--- src/rtl/frame_vote_controller_if.sv ---
// rtl/frame_vote_controller_if.sv - camera/MCU-facing signal bundle of the frame vote controller
interface frame_vote_controller_if;
  logic       START;
  logic       VSYNC;
  logic [2:0] RESULT_IN;
  logic       OUT_ACK;
  logic       PROC_EN;
  logic       BUSY;
  logic       OUT_VALID;
  logic [2:0] OUT_RESULT;
  logic [3:0] OUT_VOTES;
  logic       LOW_CONF;
  logic       TIMEOUT;

  modport master (
    output START, VSYNC, RESULT_IN, OUT_ACK,
    input  PROC_EN, BUSY, OUT_VALID, OUT_RESULT, OUT_VOTES, LOW_CONF, TIMEOUT
  );

  modport slave (
    input  START, VSYNC, RESULT_IN, OUT_ACK,
    output PROC_EN, BUSY, OUT_VALID, OUT_RESULT, OUT_VOTES, LOW_CONF, TIMEOUT
  );
endinterface

--- src/rtl/frame_vote_controller.sv ---
// rtl/frame_vote_controller.sv - majority vote of per-frame image codes for one MCU request
module frame_vote_controller #(
  parameter int NUM_FRAMES     = 5,
  parameter int SKIP_FRAMES    = 1,
  parameter int MIN_VOTES      = 3,
  parameter int TIMEOUT_CYCLES = 2000000
) (
  input logic                    CLK,
  input logic                    RESET_N,
  frame_vote_controller_if.slave bus
);
  localparam int               WD_W       = $clog2(TIMEOUT_CYCLES + 1);
  localparam logic [WD_W-1:0]  WD_LAST    = WD_W'(TIMEOUT_CYCLES - 1);
  localparam logic [3:0]       FRAME_LAST = 4'(NUM_FRAMES - 1);
  localparam logic [1:0]       SKIP_LAST  = 2'(SKIP_FRAMES - 1);
  localparam logic [4:0]       MIN_V      = 5'(MIN_VOTES);

  typedef enum logic [2:0] {S_IDLE, S_SKIP, S_COLLECT, S_DECIDE, S_REPORT} state_t;

  state_t          state, state_nxt;
  logic            vsync_d, sample_pend;
  logic [1:0]      skip_cnt;
  logic [3:0]      frame_cnt;
  logic [WD_W-1:0] wd_cnt;
  logic [2:0]      scan_idx;
  logic [3:0]      tally [8];
  logic [3:0]      best_count, final_count;
  logic [2:0]      best_code, final_code;
  logic [2:0]      out_result;
  logic [3:0]      out_votes;
  logic            low_conf, timeout;
  logic            vs_rise, hunting, take_sample, last_sample, last_skip, wd_expired;

  assign vs_rise     = bus.VSYNC & ~vsync_d;
  assign hunting     = (state == S_SKIP) || (state == S_COLLECT);
  // sample_pend only arms on rises seen in COLLECT, so the frame that ends SKIP is never tallied
  assign take_sample = (state == S_COLLECT) && sample_pend;
  assign last_sample = take_sample && (frame_cnt == FRAME_LAST);
  assign last_skip   = (state == S_SKIP) && vs_rise && (skip_cnt == SKIP_LAST);
  assign wd_expired  = hunting && !vs_rise && (wd_cnt == WD_LAST);

  // strict greater-than keeps the lowest code on ties
  assign final_count = (tally[scan_idx] > best_count) ? tally[scan_idx] : best_count;
  assign final_code  = (tally[scan_idx] > best_count) ? scan_idx : best_code;

  always_comb begin
    state_nxt = state;
    case (state)
      S_IDLE:    if (bus.START) state_nxt = (SKIP_FRAMES > 0) ? S_SKIP : S_COLLECT;
      S_SKIP:    if (last_skip) state_nxt = S_COLLECT;
                 else if (wd_expired) state_nxt = S_REPORT;
      S_COLLECT: if (last_sample) state_nxt = S_DECIDE;
                 else if (wd_expired) state_nxt = S_REPORT;
      S_DECIDE:  if (scan_idx == 3'd7) state_nxt = S_REPORT;
      S_REPORT:  if (bus.OUT_ACK) state_nxt = S_IDLE;
      default:   state_nxt = S_IDLE;
    endcase
  end

  always_ff @(posedge CLK) begin
    if (!RESET_N) state <= S_IDLE;
    else          state <= state_nxt;
  end

  always_ff @(posedge CLK) begin
    if (!RESET_N) begin
      vsync_d     <= 1'b0;
      sample_pend <= 1'b0;
      skip_cnt    <= '0;
      frame_cnt   <= '0;
      wd_cnt      <= '0;
      scan_idx    <= '0;
      best_count  <= '0;
      best_code   <= '0;
      for (int i = 0; i < 8; i++) tally[i] <= '0;
      out_result  <= '0;
      out_votes   <= '0;
      low_conf    <= 1'b0;
      timeout     <= 1'b0;
    end else begin
      vsync_d     <= bus.VSYNC;
      sample_pend <= vs_rise && (state == S_COLLECT);
      case (state)
        S_IDLE: begin
          if (bus.START) begin
            skip_cnt   <= '0;
            frame_cnt  <= '0;
            wd_cnt     <= '0;
            scan_idx   <= '0;
            best_count <= '0;
            best_code  <= '0;
            for (int i = 0; i < 8; i++) tally[i] <= '0;
            out_result <= '0;
            out_votes  <= '0;
            low_conf   <= 1'b0;
            timeout    <= 1'b0;
          end
        end
        S_SKIP, S_COLLECT: begin
          wd_cnt <= vs_rise ? '0 : wd_cnt + 1'b1;
          if ((state == S_SKIP) && vs_rise) skip_cnt <= skip_cnt + 1'b1;
          if (take_sample) begin
            tally[bus.RESULT_IN] <= tally[bus.RESULT_IN] + 1'b1;
            frame_cnt            <= frame_cnt + 1'b1;
          end
          if (state_nxt == S_REPORT) begin
            out_result <= '0;
            out_votes  <= '0;
            low_conf   <= 1'b1;
            timeout    <= 1'b1;
          end
        end
        S_DECIDE: begin
          scan_idx   <= scan_idx + 1'b1;
          best_count <= final_count;
          best_code  <= final_code;
          if (scan_idx == 3'd7) begin
            out_votes  <= final_count;
            low_conf   <= ({1'b0, final_count} < MIN_V);
            out_result <= ({1'b0, final_count} < MIN_V) ? 3'd0 : final_code;
          end
        end
        default: ;
      endcase
    end
  end

  assign bus.PROC_EN    = hunting;
  assign bus.BUSY       = (state != S_IDLE);
  assign bus.OUT_VALID  = (state == S_REPORT);
  assign bus.OUT_RESULT = out_result;
  assign bus.OUT_VOTES  = out_votes;
  assign bus.LOW_CONF   = low_conf;
  assign bus.TIMEOUT    = timeout;
endmodule
--- src/flat_wrapper.sv ---
// flat-port wrapper written by rule: the top's interface ports become plain ports
module frame_vote_controller_flat 
#(
  parameter int NUM_FRAMES     = 5,
  parameter int SKIP_FRAMES    = 1,
  parameter int MIN_VOTES      = 3,
  parameter int TIMEOUT_CYCLES = 2000000
)
  (CLK, RESET_N, bus_START, bus_VSYNC, bus_RESULT_IN, bus_OUT_ACK, bus_PROC_EN, bus_BUSY, bus_OUT_VALID, bus_OUT_RESULT, bus_OUT_VOTES, bus_LOW_CONF, bus_TIMEOUT);
  frame_vote_controller_if bus_i ();
  input logic CLK;
  input logic RESET_N;
  input wire logic [$bits(bus_i.START)-1:0] bus_START;
  input wire logic [$bits(bus_i.VSYNC)-1:0] bus_VSYNC;
  input wire logic [$bits(bus_i.RESULT_IN)-1:0] bus_RESULT_IN;
  input wire logic [$bits(bus_i.OUT_ACK)-1:0] bus_OUT_ACK;
  output wire logic [$bits(bus_i.PROC_EN)-1:0] bus_PROC_EN;
  output wire logic [$bits(bus_i.BUSY)-1:0] bus_BUSY;
  output wire logic [$bits(bus_i.OUT_VALID)-1:0] bus_OUT_VALID;
  output wire logic [$bits(bus_i.OUT_RESULT)-1:0] bus_OUT_RESULT;
  output wire logic [$bits(bus_i.OUT_VOTES)-1:0] bus_OUT_VOTES;
  output wire logic [$bits(bus_i.LOW_CONF)-1:0] bus_LOW_CONF;
  output wire logic [$bits(bus_i.TIMEOUT)-1:0] bus_TIMEOUT;
  assign bus_i.START = bus_START;
  assign bus_i.VSYNC = bus_VSYNC;
  assign bus_i.RESULT_IN = bus_RESULT_IN;
  assign bus_i.OUT_ACK = bus_OUT_ACK;
  assign bus_PROC_EN = bus_i.PROC_EN;
  assign bus_BUSY = bus_i.BUSY;
  assign bus_OUT_VALID = bus_i.OUT_VALID;
  assign bus_OUT_RESULT = bus_i.OUT_RESULT;
  assign bus_OUT_VOTES = bus_i.OUT_VOTES;
  assign bus_LOW_CONF = bus_i.LOW_CONF;
  assign bus_TIMEOUT = bus_i.TIMEOUT;
  frame_vote_controller #(.NUM_FRAMES(NUM_FRAMES), .SKIP_FRAMES(SKIP_FRAMES), .MIN_VOTES(MIN_VOTES), .TIMEOUT_CYCLES(TIMEOUT_CYCLES)) u_core (.CLK(CLK), .RESET_N(RESET_N), .bus(bus_i));
endmodule
--- config.mk ---
export PLATFORM = sky130hd
export DESIGN_NAME = frame_vote_controller_flat
export DESIGN_NICKNAME = d
export VERILOG_FILES = /design/src/rtl/frame_vote_controller_if.sv /design/src/rtl/frame_vote_controller.sv /design/src/flat_wrapper.sv
export SDC_FILE = /design/constraint.sdc
export NUM_CORES = 1
export LEC_CHECK = 0
export CAP_MARGIN = 20
export CORE_MARGIN = 4
export CORE_UTILIZATION = 53
export CTS_CLUSTER_DIAMETER = 150
export CTS_CLUSTER_SIZE = 20
export DETAILED_ROUTE_END_ITERATION = 6
export PLACE_DENSITY = 0.71
export REMOVE_ABC_BUFFERS = 1
export SYNTH_ARGS = -nofsm -noshare
export SYNTH_HDL_FRONTEND = slang
export SYNTH_SLANG_ARGS = --single-unit
--- constraint.sdc ---
create_clock -name CLK -period 8.8 [get_ports CLK]
set_clock_uncertainty 0.1 [all_clocks]
set_input_delay 0.88 -clock CLK [delete_from_list [all_inputs] [get_ports CLK]]
set_output_delay 0.88 -clock CLK [all_outputs]
set_load 0.02 [all_outputs]
==> results.txt <==
status: completed
DP Area: 4626 um^2
max-slew violations: 0
die width: 99.10 um
Multi-input gate area: 2191 um^2
Worst-path clk slew: 0.09 ns
worst-case reg-to-reg path depth: 10
count of library flops with an enable pin: 32
First-pass DRT Iterations: 5
Yosys Instances: 451
hold depth: 1
met1 Resource Use GR: 0.2730
Worst Path Arrival: 3.71 ns
Worst path depth: 6
grt ovf: 0
post-synth cell types: 59
WL/cell: 16.45 um
Layout fillers: 673
top cells by area, synth: dfxtp_1, edfxtp_1, nor2_1
floorplan-stage core utilization: 0.5576
Endpoint, Worst Hold: u_core.bus.OUT_RESULT[0]$_SDFFE_PN0P_
Biggest Area Class: logic gates
Buf/Inv on CP: 1
Well Taps: 102
Final Setup Violations: 0
CP Data Required Time: 8.78 ns
P&R area growth vs syn: 9.673%
worst r2r dst: u_core.best_code[1]$_SDFFE_PN0P_
synth warn: 0
Sink Count: 86
yosys xor share: 0.04182
Reg with most FFs: u_core.tally
largest net degree at the start of global routing: 32
RSZ-0062 raised after global routing: no
Post-route DRC: 0
Combinational Power Share: 0.135
fin crit period: 3.724 ns
Int Pwr: 0.6036 mW
hold path startpoint: u_core.bus.OUT_RESULT[0]$_SDFFE_PN0P_
met2 wire length: 4239 um
Num CTS Buffers: 9
routed wl met3: 491 um
headroom to the max-slew limit: 0.4687
Registers, synthesis: 86
dominant cell type by area after synthesis: dfxtp_1
Static Leakage: 1.717 nW
n_diodes: 0
setup TNS: 0 ns
CP Cell Sequence: clkdlybuf4s50_1 -> mux4_2 -> mux2_2 -> o311a_1 -> xnor2_1 -> nor2_1
clock buffer depth: 2
Largest regs: u_core.tally (32), u_core.wd_cnt (21)
Power Density: 171.8 nW/um^2
Metal-1 WL: 4440 um
Die Y-Extent: 99.10 um
critical path capture point type: flip-flop
Comb. pwr: 0.112 mW
multi-input gates: 328
vias in the first global route: 3191
hold buffer count at CTS: 0
highest-count logic cell in the final layout: nor2_1
Cells after DPL: 553
Syn Area/Cell: 9.752 um^2
num rows: 32
depth of the CTS H-tree: 3
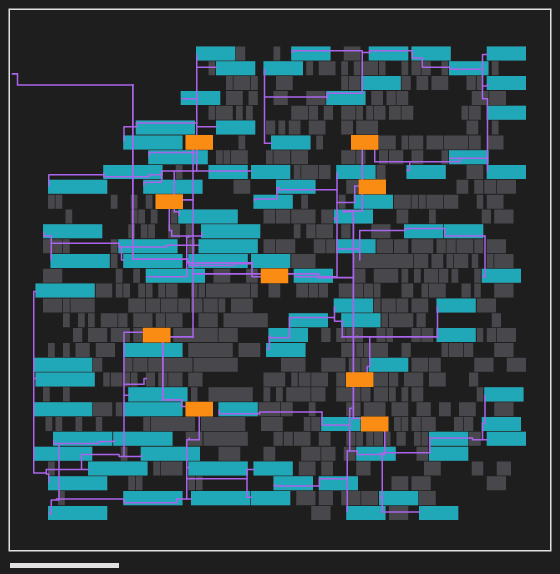
(clock network drawn from the DEF)
Bar = 20 um.
legend:
  cells driving clock nets:
    color: orange
    count: 9
  flip-flops:
    color: cyan
    count: 86
  clock wires:
    color: purple
    length: 1050 um
routed clock nets: 10
flops lie: spread over the die
clk pwr: 0.274 mW
Clk pwr share: 0.331

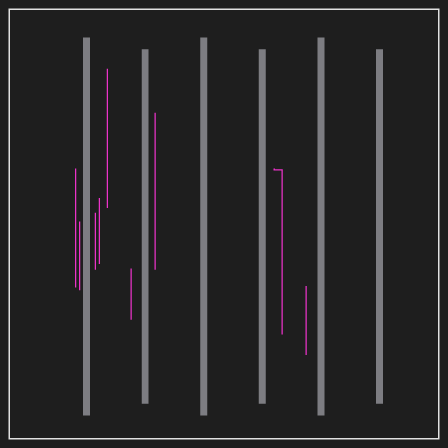
(met4 routing)
Supply wires on this layer in gray.
longest straight run: 38.0 um
nets with wire on the layer: 7
Via Count: 3394
Routed WL: 9377 um

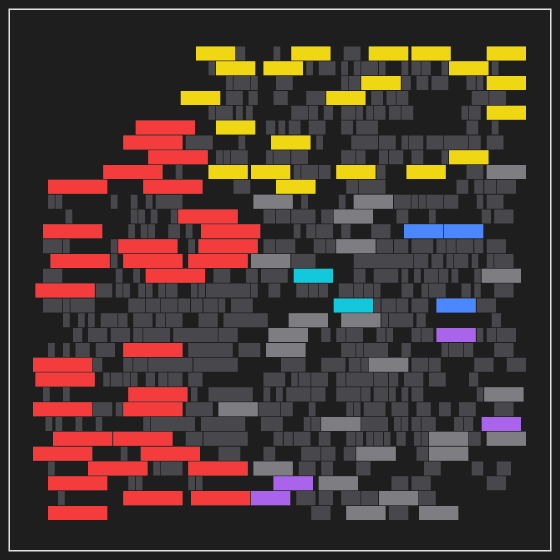
(register map, names as in the netlist)
Other sequential cells in the stronger gray, the rest of the logic in the fainter gray.
legend:
  u_core.bus.OUT_VOTES:
    color: purple
    placed_flops: 4
  u_core.skip_cnt:
    color: cyan
    placed_flops: 2
  u_core.state:
    color: blue
    placed_flops: 3
  u_core.tally:
    color: red
    placed_flops: 32
  u_core.wd_cnt:
    color: yellow
    placed_flops: 21

Power figures rest on the tool's default switching activity, not on a simulated workload.
